==> run_1/m1.png <==
Bar = 50 µm. Supply wires on this layer in grey.
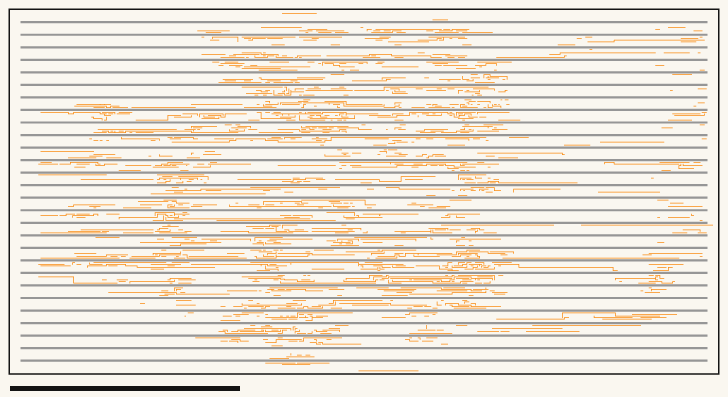
==> run_1/m2.png <==
Bar = 50 µm.
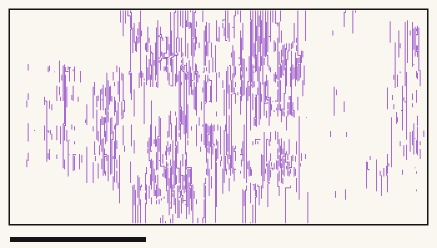
==> run_1/m3.png <==
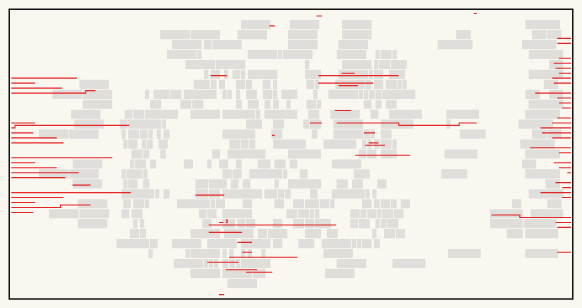
==> config.mk <==
export PLATFORM = sky130hd
export DESIGN_NAME = glyph_rom_arbiter
export DESIGN_NICKNAME = d
export VERILOG_FILES = /design/src/rtl/glyph_rom_arbiter.sv
export SDC_FILE = /design/constraint.sdc
export NUM_CORES = 1
export LEC_CHECK = 0
export CORE_ASPECT_RATIO = 0.5
export CORE_MARGIN = 2
export CORE_UTILIZATION = 35
export CTS_CLUSTER_DIAMETER = 120
export DETAILED_ROUTE_END_ITERATION = 6
export DONT_BUFFER_PORTS = 1
export PLACE_DENSITY = 0.57
export SLEW_MARGIN = 20
export SYNTH_ARGS = -nofsm -noshare
export SYNTH_HDL_FRONTEND = slang
export SYNTH_SLANG_ARGS = --single-unit
==> constraint.sdc <==
create_clock -name clk -period 6.2 [get_ports clk]
set_input_delay 1.86 -clock clk [delete_from_list [all_inputs] [get_ports clk]]
set_output_delay 1.86 -clock clk [all_outputs]
set_load 0.02 [all_outputs]
==> results.yml, run 1 <==
# implementation run metrics
run_status:
  outcome: "complete, no violations"
min_path:
  min_path_type: "flip-flop to flip-flop"
global_route:
  track_usage_pct: 15.83
  first_global_vias: 3096
  grt_max_degree: 98
placement:
  gp_congestion: 0.7819
clock_tree:
  cts_setup_buffers: 0
  cts_buffers: 5
drt:
  met2_length_um: 4642
  vias_per_cell: 6.464
  drc: 0
  drtIter0Drc: 229
final_layout:
  n_sequential_cell: 36
  final_nets: 413
  largest_cell_class: "logic gates"
  n_fill_cell: 1034
  nonClkBufAreaFrac_pct: 2.555
timing:
  slew_headroom_pct: 48.28
  timing.final.crit_share_pct: 93.63
floorplan:
  die_y_um: 78.81
  initCoreUtil_pct: 35.79
  io_pins: 108
synth:
  syn-instance-count: 355
  top_cell_area_share_pct: 34.49
  ys_top_cells_by_count: "60 x mux4_2, 50 x nand2_1, 24 x dfrtp_1"
  async_reset_ff_share_pct: 100.0
  top_cell: "mux4_2"
  synth-edff-count: 0
  synth-main-ff-cell: "dfrtp_1"
setup_path:
  crit_type: "input pin to primary output"
  path_max_fanout: 31
Back to the opening pictures, m1.png:
The layer holds 44% of the routed length. 374 nets have wire on it. The layer carries 4,230 µm of wire. The longest straight run is 38.2 µm.
total wire length: 9672 µm
vias: 3,109

Back to the opening pictures, m2.png:
The layer carries 4,640 µm of wire. The layer holds 48% of the routed length. 374 nets have wire on it. The longest straight run is 40.1 µm. The wires run mostly vertical.
M2 GR Usage: 26.98%

Back to the opening pictures, m3.png:
The longest straight run is 34.5 µm. The layer holds 6.9% of the routed length. The wires run mostly horizontal.
met3 usage in global routing: 4.421%

[run 1: cell usage in the layout, fill, tap and decap left out, types with 2 or more instances in the layout]
master	synthesis	final
a21oi_1	5	5
a22o_1	4	4
a31o_1	20	20
a31o_2	4	4
a41oi_1	2	2
buf_12	0	2
buf_4	2	9
clkbuf_16	0	5
dfrtp_1	24	23
dfstp_2	12	12
ha_1	4	3
inv_1	14	14
mux2_2	13	13
mux2i_1	2	2
mux4_2	60	60
nand2_1	50	50
nand2b_1	2	2
nand3_1	12	12
nand3b_1	6	6
nor2_1	4	4
nor2b_1	15	15
nor3_1	13	13
nor3b_1	2	2
o211ai_1	2	2
o21a_1	4	4
o21ai_0	2	2
o22ai_1	2	2
o22ai_2	10	10
o311a_1	4	4
o31ai_1	12	12
or2_2	2	2
[run 1: routing by layer]
metal | track usage, % | up-vias
met5 | 0 | -
met4 | 4.037 | 0
met3 | 4.421 | 10
met2 | 26.98 | 105
met1 | 20.12 | 1629
li1 | - | 1365
[run 1: cells by family after synthesis]
logic type | count (synthesis) | synth area share (%)
DFF | 36 | 23.38
muxes | 75 | 38.74
buffers and inverters | 52 | 5.717
adders and majority gates | 4 | 1.278
AOI/OAI and AO/OA | 76 | 16.67
xor gates and xnor gates | 1 | 0.2236
and+or+nand+nor | 111 | 13.99
[run 1: through the flow]
step                instance area, µm²  power [mW]
floorplan                         3918       2.208
global placement                  4048       2.509
detailed placement                4048       2.568
CTS                               4212       2.862
global route                      4212       3.045
finish                            4212       2.831
[run 1: critical path: stages]
cell	delay, ns
mux4_2	0.58
buf_4	0.28
nor4b_1	0.69
a22o_1	0.23
o21a_1	0.28
[run 1: power breakdown]
part	switching, mW	leakage (nW)	internal, mW
registers	0.148	0.428	0.392
clock network	0.0953	0.0808	0.189
logic	1.03	0.985	0.977
--- run 2 (diff from run 1) ---
--- a/config.mk
+++ b/config.mk
@@ -7,11 +7,12 @@
 export LEC_CHECK = 0
 export CORE_ASPECT_RATIO = 0.5
 export CORE_MARGIN = 2
-export CORE_UTILIZATION = 35
+export CORE_UTILIZATION = 43
 export CTS_CLUSTER_DIAMETER = 120
 export DETAILED_ROUTE_END_ITERATION = 6
 export DONT_BUFFER_PORTS = 1
-export PLACE_DENSITY = 0.57
+export GPL_ROUTABILITY_DRIVEN = 0
+export PLACE_DENSITY = 0.66
 export SLEW_MARGIN = 20
 export SYNTH_ARGS = -nofsm -noshare
 export SYNTH_HDL_FRONTEND = slang
==> run_2/m1.png <==
Bar = 50 µm. Supply wires on this layer in grey.
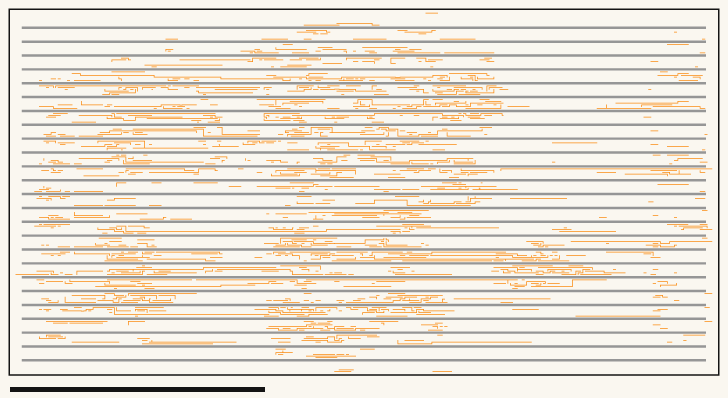
The layer carries 3,750 µm of wire. The longest straight run is 41.4 µm.
met1 GRT Util: 24.07%
total wire length: 9271 µm
vias: 3,057

==> results.yml, run 2 <==
# implementation run metrics
synth:
  ys_sh_adder_pct: 1.278
  synthTopCellsByArea: "mux4_2 34%, dfrtp_1 15%, dfstp_2 8.0%"
  ys_top_cells_by_count: "60 x mux4_2, 50 x nand2_1, 24 x dfrtp_1"
  simple_gate_share_pct: 13.99
  synthXorXnorAreaFrac_pct: 0.2236
  synthMuxAreaShare_pct: 38.74
  aoi_share_pct: 16.67
  top_cell: "mux4_2"
  ys_top_logic_family: "multiplexers"
  syn-instance-count: 355
  synth-main-ff-cell: "dfrtp_1"
  synth-edff-count: 0
  async_reset_ff_share_pct: 100.0
setup_path:
  slowest_delay_ns: 0.65
  path_max_fanout: 25
  crit_type: "input pin to primary output"
  slowest_stage: "nor4b_1"
global_route:
  track_usage_pct: 19.12
  top_usage_layer: "met2"
  antenna_found_initial: 0
  use_met2_pct: 32.95
  first_global_vias: 3110
  grt_max_degree: 98
timing:
  slew_headroom_pct: 39.11
  worst_hold_slack_ns: 0.4295
  hold_viol: 0
  timing.final.crit_share_pct: 93.45
  clock_skew_ns: 0.005658
clock_tree:
  cts_setup_buffers: 0
  cts_buffers: 5
final_layout:
  final_nets: 410
  n_fill_cell: 792
  final_cell_mix: "60 x mux4_2, 50 x nand2_1, 23 x dfrtp_1, 20 x a31o_1, 15 x nor2b_1"
  lay_top_count: "mux4_2"
drt:
  drc: 0
  firstDrtPassIters: 5
  met2_length_um: 4551
  vias_per_cell: 6.793
  drtIter0Drc: 168
floorplan:
  initCoreUtil_pct: 44.68
  die_y_um: 71.50
min_path:
  min_path_type: "flip-flop to flip-flop"
run_status:
  outcome: "complete, no violations"
==> run_2/m3.png <==
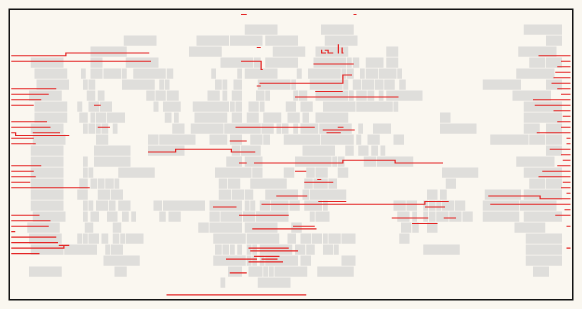
met3 usage in global routing: 5.949%

run 2: cell counts after synthesis:
Identical to the previous run, type by type.
run 2: cell families (layout without fill, tap and decap cells):
family | count (synthesis) | in the layout
adder cells (fa/ha/maj) | 4 | 4
AND-OR/OR-AND | 76 | 76
flip-flops | 36 | 36
buffers and inverters | 52 | 30
multiplexers | 75 | 75
AND/OR/NAND/NOR | 111 | 111
XOR/XNOR | 1 | 1
run 2: report_power, final:
| group | total (mW) | internal [mW] | switching [mW] |
|---|---|---|---|
| Clock | 0.254 | 0.149 | 0.104 |
| Sequential | 0.530 | 0.392 | 0.138 |
| Combinational | 1.96 | 0.939 | 1.02 |
run 2: per-stage QoR:
step / cell area [µm²] / utilization, % / power, mW / setup WS, ns / instances
4_1_cts: 4114 / 46.92 / 2.751 / 0.4245 / 450
3_3_place_gp: 3965 / 45.22 / 2.449 / 0.5184 / 442
6_report: 4123 / 47.02 / 2.745 / 0.4062 / 450
3_5_place_dp: 3965 / 45.22 / 2.489 / 0.4302 / 442
5_1_grt: 4123 / 47.02 / 2.972 / 0.2141 / 450
2_1_floorplan: 3918 / - / 2.208 / 0.9134 / 355
run 2: critical path, delay by kind of cell:
family	cells	cell delay (ns)
compound gates	2	0.48
buf+inv	1	0.29
mux	1	0.64
simple gates	1	0.65
run 2: final cells by class:
type                    count  area [µm²]  area share, %
repair buffers              8       60.06          1.457
clock inverters             3       23.77         0.5766
flip-flops and latches     36       919.6          22.31
multi-input cells         267        2795          67.80
well taps                 117       146.4          3.551
clock buffers               5       125.1          3.035
inverters                  14       52.55          1.275
Power and IR drop assume default switching activity.
